run_1/clock_wires.png
Bar = 20 um.
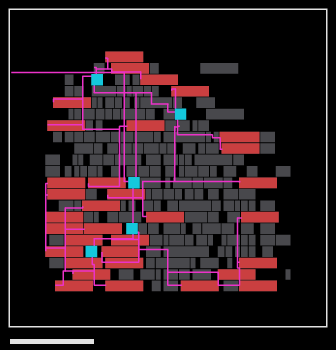
run_1/layers.png
Bar = 20 um. Two of the layers only.
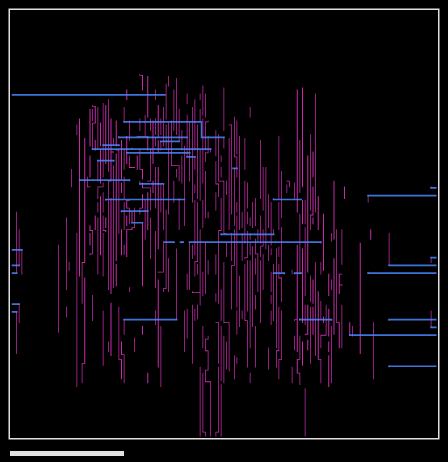
run_1/class_map.png
Fill, decap, tap and diode cells in grey.
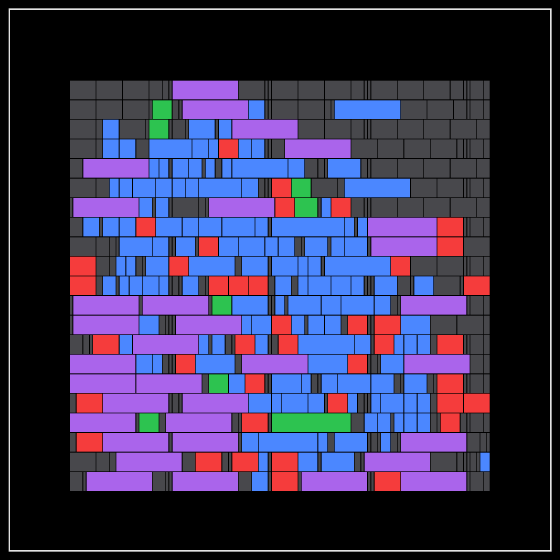
run_1/ff_map.png
Bar = 20 um. Other sequential cells in the stronger grey, the rest of the logic in the fainter grey.
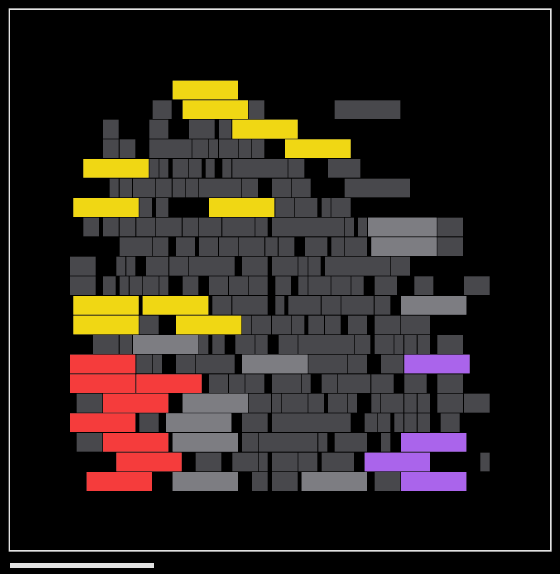
--- src/rtl/reset_seq_pkg.sv ---
// Shared definitions for the reset sequencer: state encodings, the STATE
// port width and the cycle-counter width helper.
package reset_seq_pkg;

    localparam int STATE_W = 2;

    typedef enum logic [STATE_W-1:0] {
        ST_HOLD      = 2'd0,
        ST_WAIT_LOCK = 2'd1,
        ST_RELEASE   = 2'd2,
        ST_RUN       = 2'd3
    } state_e;

    // One spare bit above clog2(max) so terminal counts never alias to zero.
    function automatic int calc_cnt_w(input int a, input int b, input int c);
        int m;
        m = a;
        if (b > m) m = b;
        if (c > m) m = c;
        return $clog2(m) + 1;
    endfunction

endpackage

--- src/rtl/reset_seq_sync.sv ---
// WIDTH-bit, STAGES-deep flop synchroniser for asynchronous level inputs;
// every stage resets asynchronously to 0.
module reset_seq_sync #(
    parameter int WIDTH  = 4,
    parameter int STAGES = 3
) (
    input  logic             clk,
    input  logic             rst_n,
    input  logic [WIDTH-1:0] async_in,
    output logic [WIDTH-1:0] sync_out
);

    logic [STAGES-1:0][WIDTH-1:0] stage_q;
    logic [STAGES-1:0][WIDTH-1:0] stage_d;

    always_comb begin
        stage_d = {stage_q[STAGES-2:0], async_in};
    end

    always_ff @(posedge clk or negedge rst_n) begin
        if (!rst_n) begin
            stage_q <= '0;
        end else begin
            stage_q <= stage_d;
        end
    end

    assign sync_out = stage_q[STAGES-1];

endmodule

--- src/rtl/reset_sequencer.sv ---
// Multi-domain reset sequencer: hold, wait for PLL lock, staggered per-channel
// release. Define RESET_SEQ_TIMEOUT_EN to enable the WAIT_LOCK timeout/retry.
module reset_sequencer
    import reset_seq_pkg::*;
#(
    parameter int NUM_CH              = 4,
    parameter int SYNC_STAGES         = 3,
    parameter int HOLD_CYCLES         = 16,
    parameter int STAGGER_CYCLES      = 8,
    parameter int LOCK_TIMEOUT_CYCLES = 1024
) (
    input  logic               SYS_CLK,
    input  logic               RESET_N,
    input  logic [NUM_CH-1:0]  LOCK_IN,
    input  logic [NUM_CH-1:0]  CH_MASK,
    input  logic               SW_RST_REQ,
    input  logic               STICKY_CLR,
    output logic [NUM_CH-1:0]  RST_N_OUT,
    output logic               ALL_READY,
    output logic [STATE_W-1:0] STATE,
    output logic               LOCK_LOSS,
    output logic               TIMEOUT_FLAG
);

    localparam int CNT_W = calc_cnt_w(HOLD_CYCLES, STAGGER_CYCLES, LOCK_TIMEOUT_CYCLES);
    localparam int IDX_W = (NUM_CH > 1) ? $clog2(NUM_CH) : 1;
    localparam logic [CNT_W-1:0] HOLD_LAST    = CNT_W'(HOLD_CYCLES - 1);
    localparam logic [CNT_W-1:0] STAGGER_LAST = CNT_W'(STAGGER_CYCLES - 1);
    localparam logic [IDX_W-1:0] IDX_LAST     = IDX_W'(NUM_CH - 1);
`ifdef RESET_SEQ_TIMEOUT_EN
    localparam logic [CNT_W-1:0] TIMEOUT_LAST = CNT_W'(LOCK_TIMEOUT_CYCLES - 1);
`endif

    state_e            state_q, state_d;
    logic [CNT_W-1:0]  cnt_q, cnt_d;
    logic [IDX_W-1:0]  idx_q, idx_d;
    logic [NUM_CH-1:0] rst_n_out_q, rst_n_out_d;
    logic              all_ready_q, all_ready_d;
    logic              lock_loss_q, lock_loss_d;
    logic [NUM_CH-1:0] lock_sync;
    logic              lock_ok;
    logic              go_hold;
    logic              loss_evt;
    logic              timeout_evt;

    reset_seq_sync #(
        .WIDTH  (NUM_CH),
        .STAGES (SYNC_STAGES)
    ) u_lock_sync (
        .clk      (SYS_CLK),
        .rst_n    (RESET_N),
        .async_in (LOCK_IN),
        .sync_out (lock_sync)
    );

    // Masked channels count as locked so they never stall the sequence.
    assign lock_ok = &(lock_sync | ~CH_MASK);

    always_comb begin
        state_d     = state_q;
        cnt_d       = cnt_q;
        idx_d       = idx_q;
        rst_n_out_d = rst_n_out_q;
        all_ready_d = all_ready_q;
        go_hold     = 1'b0;
        loss_evt    = 1'b0;
        timeout_evt = 1'b0;

        case (state_q)
            ST_HOLD: begin
                rst_n_out_d = '0;
                all_ready_d = 1'b0;
                if (cnt_q == HOLD_LAST) begin
                    state_d = ST_WAIT_LOCK;
                    cnt_d   = '0;
                end else begin
                    cnt_d = cnt_q + 1'b1;
                end
            end
            ST_WAIT_LOCK: begin
                if (lock_ok) begin
                    state_d = ST_RELEASE;
                    cnt_d   = '0;
                    idx_d   = '0;
`ifdef RESET_SEQ_TIMEOUT_EN
                end else if (cnt_q == TIMEOUT_LAST) begin
                    timeout_evt = 1'b1;
                    go_hold     = 1'b1;
                end else begin
                    cnt_d = cnt_q + 1'b1;
`endif
                end
            end
            ST_RELEASE: begin
                if (!lock_ok) begin
                    loss_evt = 1'b1;
                    go_hold  = 1'b1;
                end else if (cnt_q == STAGGER_LAST) begin
                    // A masked channel burns its slot but its output stays low.
                    rst_n_out_d[idx_q] = CH_MASK[idx_q];
                    cnt_d              = '0;
                    if (idx_q == IDX_LAST) begin
                        state_d     = ST_RUN;
                        all_ready_d = 1'b1;
                        idx_d       = '0;
                    end else begin
                        idx_d = idx_q + 1'b1;
                    end
                end else begin
                    cnt_d = cnt_q + 1'b1;
                end
            end
            default: begin
                if (!lock_ok) begin
                    loss_evt = 1'b1;
                    go_hold  = 1'b1;
                end
            end
        endcase

        // Software request outranks everything but still lets loss_evt stand.
        if (go_hold || SW_RST_REQ) begin
            state_d     = ST_HOLD;
            cnt_d       = '0;
            idx_d       = '0;
            rst_n_out_d = '0;
            all_ready_d = 1'b0;
        end

        lock_loss_d = loss_evt | (lock_loss_q & ~STICKY_CLR);
    end

    always_ff @(posedge SYS_CLK or negedge RESET_N) begin
        if (!RESET_N) begin
            state_q     <= ST_HOLD;
            cnt_q       <= '0;
            idx_q       <= '0;
            rst_n_out_q <= '0;
            all_ready_q <= 1'b0;
            lock_loss_q <= 1'b0;
        end else begin
            state_q     <= state_d;
            cnt_q       <= cnt_d;
            idx_q       <= idx_d;
            rst_n_out_q <= rst_n_out_d;
            all_ready_q <= all_ready_d;
            lock_loss_q <= lock_loss_d;
        end
    end

`ifdef RESET_SEQ_TIMEOUT_EN
    logic timeout_q, timeout_d;

    always_comb begin
        timeout_d = timeout_evt | (timeout_q & ~STICKY_CLR);
    end

    always_ff @(posedge SYS_CLK or negedge RESET_N) begin
        if (!RESET_N) begin
            timeout_q <= 1'b0;
        end else begin
            timeout_q <= timeout_d;
        end
    end

    assign TIMEOUT_FLAG = timeout_q;
`else
    assign TIMEOUT_FLAG = 1'b0;
`endif

    assign RST_N_OUT = rst_n_out_q;
    assign ALL_READY = all_ready_q;
    assign STATE     = state_q;
    assign LOCK_LOSS = lock_loss_q;

endmodule

--- config.mk ---
export PLATFORM = sky130hd
export DESIGN_NAME = reset_sequencer
export DESIGN_NICKNAME = d
export VERILOG_FILES = /design/src/rtl/reset_seq_pkg.sv /design/src/rtl/reset_seq_sync.sv /design/src/rtl/reset_sequencer.sv
export SDC_FILE = /design/constraint.sdc
export NUM_CORES = 1
export LEC_CHECK = 0
export CORE_MARGIN = 8
export CORE_UTILIZATION = 52
export CTS_BUF_LIST = sky130_fd_sc_hd__clkbuf_2 sky130_fd_sc_hd__clkbuf_4 sky130_fd_sc_hd__clkbuf_8
export DETAILED_ROUTE_END_ITERATION = 6
export MAX_ROUTING_LAYER = met4
export PLACE_DENSITY = 0.85
export SLEW_MARGIN = 25
export SYNTH_ARGS = -nofsm -noshare
export SYNTH_HDL_FRONTEND = slang
export SYNTH_HIERARCHICAL = 1
export SYNTH_SLANG_ARGS = --single-unit
--- constraint.sdc ---
create_clock -name SYS_CLK -period 2.2 [get_ports SYS_CLK]
set_clock_uncertainty 0.2 [all_clocks]
set_input_delay 0.44 -clock SYS_CLK [delete_from_list [all_inputs] [get_ports SYS_CLK]]
set_output_delay 0.44 -clock SYS_CLK [all_outputs]
set_load 0.01 [all_outputs]
==> reports/results.ini, run 1 <==
[global_routing]
antenna_found_initial=0
grt_pass1_vias=1535
grt_pass1_wl_um=6820
grt_overflow=0

[min_path]
worstHoldStart=u_lock_sync/stage_d[8]$_DFF_PN0_

[run_status]
status=complete, but fails checks
violations=setup timing

[setup_path]
critPathLaunchType=register
critical_path_buf_inv_count=3
max_stage_delay_ns=0.47
reg2reg_depth=8
cp-end-kind=register
cp.depth=8
worstPathMaxFanout=8

[clock_network]
clock-sinks=33
htree_num_levels=2
cts_tree=done
postCtsHoldBufs=0

[floorplan]
chipHeight_um=75.0
taps=46
core_area_mm2=0.00334

[cells_and_area]
comb_share_pct=42.1
fillers=241
syn_to_final_growth_pct=29.6
nonClkBufAreaFrac_pct=14.8
nets=235
seq_cells=33
nClkBuffers=5
drive_gt1_share_pct=25.1
largest_class=combinational gates
fin_cells=261
flop_area_um2=827

[logic_synthesis]
ys_area_mm2=0.00181
yosysWarningCount=6
ys_cells=172
yosysSeqAreaShare_pct=45.5
avgSynthCellArea_um2=10.5
yosys-top-cells-area=dfrtp_1 (46%), ha_1 (6.2%), nand3_1 (3.9%)
netlist_instances=172

[sta]
fmax_mhz=450
layout_min_cycle_time_ns=2.22
setup_viol=1
finalMaxSlewViolations=0
finalCritPeriodShare_pct=101
hold_viol_final=0
setup_ws_ns=-0.0214
hold_slack_ns=0.155

[place]
port_buffers=19
place_congestion=0.971
place_inst=248

[route]
viasPerCell=5.93
drt_iter0_markers=141
drt_first_pass_iters=4

[power]
total_power_mw=1.19
p_per_area_mw_per_mm2=507

[flow_run]
warnings=32
drv_cap=0

Notes on clock_wires.png above:
[magenta] clock wires | length: 448 um
[cyan] clock-net drivers | count: 5
[red] flip-flops | count: 33
routed clock nets: 6
Clock power frac: 39.8%
Clock Latency Late Sink: 0.34 ns
Clock group: 0.475 mW

Notes on layers.png above:
[blue] M3 | wire length: 262 um
[magenta] M2 | wire length: 2150 um
vias: 1548
GR Util All Layers: 16.2%
DRT Wirelength: 4270 um
drt wl/cell: 16.4 um

Notes on class_map.png above:
[green] clock drivers and dummy loads | cells: 8 | share of their area: 3.7%
[purple] registers | cells: 33 | share of their area: 36%
[blue] remaining logic cells | cells: 134 | share of their area: 45%
[red] remaining buffers and delay cells | cells: 40 | share of their area: 15%
Finished Cell Area: 0.00235 mm^2
flop share of the area: 35.2%
Rows: 21

Notes on ff_map.png above:
[purple] RST_N_OUT | sequential cells: 4 | where: lower right
[red] u_lock_sync/stage_d | sequential cells: 8 | where: lower left
[yellow] cnt_q | sequential cells: 11
not coloured: 10

==> run 1: logic make-up after synthesis <==
group / Yosys count / share of synthesized area (%)
compound gates: 40 / 17.9
fa+ha+maj: 9 / 6.21
buf+inv: 18 / 4.49
flops: 33 / 45.5
mux: 4 / 2.97
other cells: 1 / 0.207
simple gates: 67 / 22.6
==> run 1: where the power goes <==
group          switching, mW  total, mW  internal (mW)
Clock                  0.234      0.475          0.241
Combinational         0.0459     0.0877         0.0419
Sequential           0.00804      0.630          0.622
Total                  0.288       1.19          0.904
==> run 1: worst min-delay path by stage <==
stage | slack [ns] | depth (start not counted) | to
floorplan | -0.06 | 0 | ALL_READY$_DFFE_PN0P_
global placement | 0.13 | 0 | u_lock_sync/sync_out[2]$_DFF_PN0_
detailed placement | 0.14 | 0 | u_lock_sync/sync_out[0]$_DFF_PN0_
CTS | 0.16 | 0 | u_lock_sync/sync_out[0]$_DFF_PN0_
global route | 0.17 | 0 | u_lock_sync/sync_out[2]$_DFF_PN0_
finish | 0.16 | 0 | u_lock_sync/sync_out[0]$_DFF_PN0_
==> run 1: what timing repair did <==
action                     4_1_cts  5_1_grt
setup buffers                    0        4
setup endpoints to repair        3       17
resized                          3       12
gates cloned                     0        1
pin swaps                        1        1
==> run 1: registers in the layout (all words and copies together) (netlist names) <==
name	cells
cnt_q	11
u_lock_sync/stage_d	8
ALL_READY	1
u_lock_sync/sync_out	4
LOCK_LOSS	1
RST_N_OUT	4
STATE	2
idx_q	2
==> run 1: per-layer routing <==
metal	vias to the layer above	wire length (um)	GRT usage (%)
met5	-	0	-
met4	0	72	7.83
met3	8	262	3.99
met2	60	2150	27.0
met1	750	1790	17.6
li1	730	-	-
==> inputs of run 2 (changes only) <==
--- a/config.mk
+++ b/config.mk
@@ -14,5 +14,4 @@
 export SLEW_MARGIN = 25
 export SYNTH_ARGS = -nofsm -noshare
 export SYNTH_HDL_FRONTEND = slang
-export SYNTH_HIERARCHICAL = 1
 export SYNTH_SLANG_ARGS = --single-unit
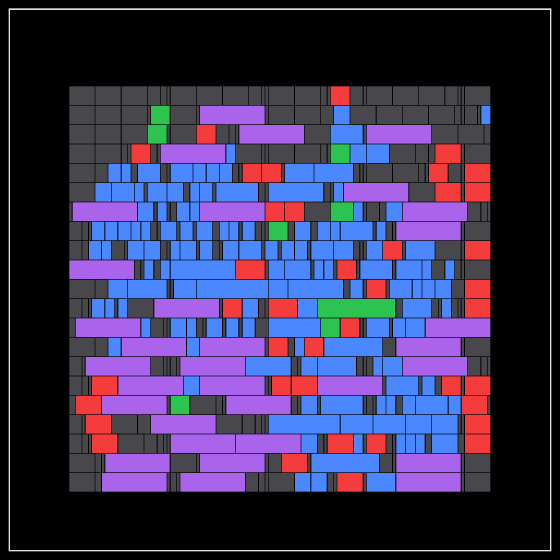
run_2/class_map.png
Fill, decap, tap and diode cells in grey.
Core Util, Final: 69.4%
Finished Cell Area: 0.00235 mm^2
Core ar.: 0.00339 mm^2
flop share of the area: 35.1%

==> reports/results.ini, run 2 <==
[run_status]
status=finished clean

[setup_path]
critical_path_buf_inv_count=2
reg2reg_to=cnt_q[8]$_DFFE_PN0P_
reg2reg_depth=8
cp.depth=8
critPathLaunchType=register
worstPathMaxFanout=5
max_stage_delay_ns=0.42

[place]
place_congestion=0.965
port_buffers=19
dp_slack_ns=-0.0873

[cells_and_area]
syn_to_final_growth_pct=25.7
largest_reg_flops=11
nets=236
drive_gt1_share_pct=25.0

[floorplan]
pin_count=21
chipHeight_um=76.0
rows=21

[sta]
fmax_mhz=469
finalCritPeriodShare_pct=96.9
setup_viol=0
finalMaxSlewViolations=0
layout_min_cycle_time_ns=2.13
rsz0062_at_grt=true
setup_ws_ns=0.0682
hold_viol_final=0

[clock_network]
clkLatencyLatePin_ns=0.35
cts_tree=done
postCtsHoldBufs=0
clock-sinks=33
htree_num_levels=2

[power]
p_per_area_mw_per_mm2=689
total_power_mw=1.62

[logic_synthesis]
yosys-top-cells-area=dfrtp_1 (44%), ha_1 (6.0%), nand3_1 (4.0%)
yosysSeqAreaShare_pct=44.1
avgSynthCellArea_um2=10.7
yosysWarningCount=0
netlist_instances=175
ys_cells=175
ys_area_mm2=0.00187

[global_routing]
antenna_found_initial=0
grtUsageTotal_pct=15.7
grt_overflow=0

[min_path]
worstHoldStart=u_lock_sync.stage_d[8]$_DFF_PN0_
min_path_cells=0
hold_end=u_lock_sync.sync_out[0]$_DFF_PN0_

[flow_run]
warnings=33
drv_cap=0

[route]
drt-total-wl_um=4330
dr_total_vias=1501
viasPerCell=5.73
wl_per_cell_um=16.5

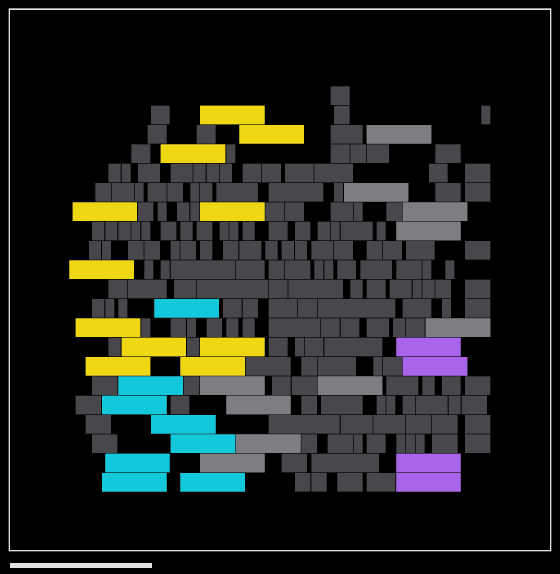
run_2/ff_map.png
Bar = 20 um. Other sequential cells in the stronger grey, the rest of the logic in the fainter grey.
Reg area: 826 um^2
flip-flop and latch power: 0.685 mW

==> run 2: metrics by stage <==
stage                     cells  setup TNS, ns  util (%)  hold WS [ns]
after floorplan             175              0         -       -0.0556
after global placement      251         -0.116      64.5         0.131
after detailed placement    251         -0.464      64.5         0.137
after CTS                   259              0      67.4         0.163
after global routing        262         -0.253      69.4         0.169
final                       262              0      69.4         0.156
==> run 2: worst reg2reg max path: stages, from the launching register on <==
cell and delay, ns:
dfrtp_1 0.42, inv_1 0.14, ha_1 0.22, or2_4 0.19
a41oi_4 0.06, a211oi_4 0.29, buf_4 0.17, nand3_4 0.09
o311ai_2 0.27
==> run 2: power breakdown <==
group,internal [mW],leakage (nW),switching [mW]
Clock,0.240,0.0414,0.230
Combinational,0.219,0.491,0.245
Sequential,0.650,0.431,0.0355
==> run 2: what timing repair did <==
action                                  4_1_cts  5_1_grt
gates resized                                 4        9
pin swaps                                     0        4
buffers inserted                              0        3
endpoints found under the setup margin        7       16
==> run 2: area by class of cell <==
class                   instances  area (um^2)
repair buffers                 39          348
clock buffers                   5         37.5
inverters                       8         30.0
clock inverters                 3         46.3
fillers                       245         1040
multi-input cells             128         1010
flip-flops and latches         33          826
well taps                      46         57.6
==> run 2: logic make-up (layout without fill, tap and decap cells) <==
family                     Yosys count  count (layout)  synth area share [%]
muxes                                7               7                  5.42
DFF                                 33              33                  44.1
AOI/OAI and AO/OA                   31              31                  13.3
buffers and inverters               14              55                  4.88
other                                1               1                 0.200
adders and majority gates            9               9                  6.02
and+or+nand+nor                     80              80                  26.0
==> run 2: routing by layer <==
metal,up-vias,global-route usage [%],routed length [um]
met2,51,25.5,2240
met1,732,16.9,1720
met4,0,6.27,68
met3,8,6.01,294
li1,710,-,-
met5,-,-,0
run_2/clock_wires.png
Bar = 20 um.
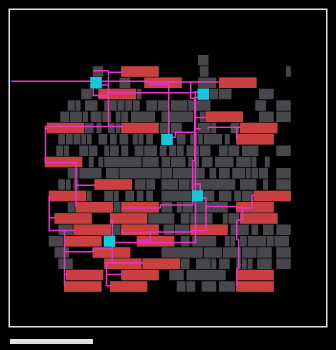

==> inputs of run 3 (changes only) <==
--- a/config.mk
+++ b/config.mk
@@ -9,6 +9,7 @@
 export CORE_UTILIZATION = 52
 export CTS_BUF_LIST = sky130_fd_sc_hd__clkbuf_2 sky130_fd_sc_hd__clkbuf_4 sky130_fd_sc_hd__clkbuf_8
 export DETAILED_ROUTE_END_ITERATION = 6
+export GPL_ROUTABILITY_DRIVEN = 1
 export MAX_ROUTING_LAYER = met4
 export PLACE_DENSITY = 0.85
 export SLEW_MARGIN = 25
==> constraint.sdc (replaced) <==
create_clock -name SYS_CLK -period 2.2 [get_ports SYS_CLK]
set_clock_uncertainty 0.2 [all_clocks]
set_input_delay 0.22 -clock SYS_CLK [delete_from_list [all_inputs] [get_ports SYS_CLK]]
set_output_delay 0.22 -clock SYS_CLK [all_outputs]
set_load 0.01 [all_outputs]
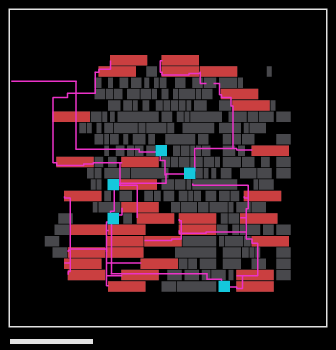
run_3/clock_wires.png
Bar = 20 um.
[cyan] clock-net drivers | count: 5
[red] flip-flops | count: 33
[magenta] clock wires | length: 416 um
routed clock nets: 6
Clock power frac: 29.5%
Clock group: 0.464 mW

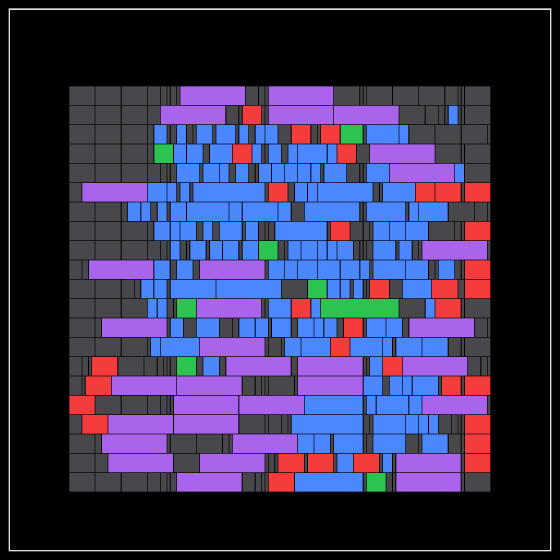
run_3/class_map.png
Fill, decap, tap and diode cells in grey.
flop share of the area: 35.9%
Finished Cell Area: 0.00230 mm^2
Core Util, Final: 67.8%

==> reports/results.ini, run 3 <==
[cells_and_area]
comb_share_pct=43.8
fin_cells=257
seq_cells=33
nonClkBufAreaFrac_pct=12.8
comb_area_mm2=0.00101
flop_area_um2=826
buffers=33

[clock_network]
postCtsHoldBufs=0
cts_tree=done
clkLatencyLatePin_ns=0.34

[global_routing]
antenna_found_initial=0
grtUsageTotal_pct=14.1
grt_pass1_wl_um=6640

[logic_synthesis]
yosys-top-cells-area=dfrtp_1 (44%), ha_1 (6.0%), nand3_1 (4.0%)
yosysSeqAreaShare_pct=44.1
ys_area_mm2=0.00187
avgSynthCellArea_um2=10.7
yosysWarningCount=0

[power]
p_int_mw=1.08
pwr-share-seq_pct=43.7

[route]
drt_first_pass_iters=5
drt_iter0_markers=112
wl_per_cell_um=15.8
dr_total_vias=1488

[place]
place_inst=247
place_congestion=0.868

[setup_path]
cp-end-kind=register
reg2reg_to=cnt_q[8]$_DFFE_PN0P_

[sta]
hold_viol_final=0
hold_slack_ns=0.0646
setup_viol=0
finalMaxSlewViolations=0

[floorplan]
core_area_mm2=0.00339
chipHeight_um=76.0
pin_count=21

[flow_run]
warnings=32

[run_status]
status=finished clean

[run 3: cell counts after synthesis]
Identical to the previous run, type by type.
[run 3: routing by layer]
layer / track usage (%) / vias to the layer above / part of all wire (%)
met2: 23.5 / 42 / 52
met1: 15.1 / 735 / 42
met3: 4.48 / 6 / 4.9
li1: - / 705 / -
met4: 5.69 / 0 / 0.89
met5: - / - / 0
[run 3: cell families (layout without fill, tap and decap cells)]
group | Yosys count | after routing | synth area share (%)
AND-OR/OR-AND | 31 | 31 | 13.3
adder cells (fa/ha/maj) | 9 | 9 | 6.02
buffers and inverters | 14 | 49 | 4.88
flip-flops | 33 | 33 | 44.1
multiplexers | 7 | 8 | 5.42
other | 1 | 1 | 0.200
AND/OR/NAND/NOR | 80 | 80 | 26.0
[run 3: what timing repair did]
| item | in CTS | in global routing |
|---|---|---|
| gates cloned | 0 | 1 |
| buffers inserted | 0 | 1 |
| pin swaps | 0 | 4 |
| endpoints found under the setup margin | 2 | 15 |
| resized | 1 | 8 |
[run 3: critical path: cells and delay by family, from the launching register on]
| kind | cells | cell delay [ns] |
|---|---|---|
| flip-flops | 1 | 0.42 |
| AND-OR/OR-AND | 2 | 0.41 |
| multiplexers | 1 | 0.28 |
| buffers and inverters | 2 | 0.26 |
| adder cells (fa/ha/maj) | 1 | 0.23 |
| AND/OR/NAND/NOR | 2 | 0.22 |
[run 3: power groups by stage]
stage | Clock (mW) | Sequential (mW) | Combinational [mW]
2_1_floorplan | 0 | 0.695 | 0.236
3_3_place_gp | 0 | 0.693 | 0.368
3_5_place_dp | 0 | 0.698 | 0.378
4_1_cts | 0.472 | 0.686 | 0.379
5_1_grt | 0.511 | 0.693 | 0.456
6_report | 0.464 | 0.687 | 0.423
No activity file was given, so power comes from the tool's default toggle rates.
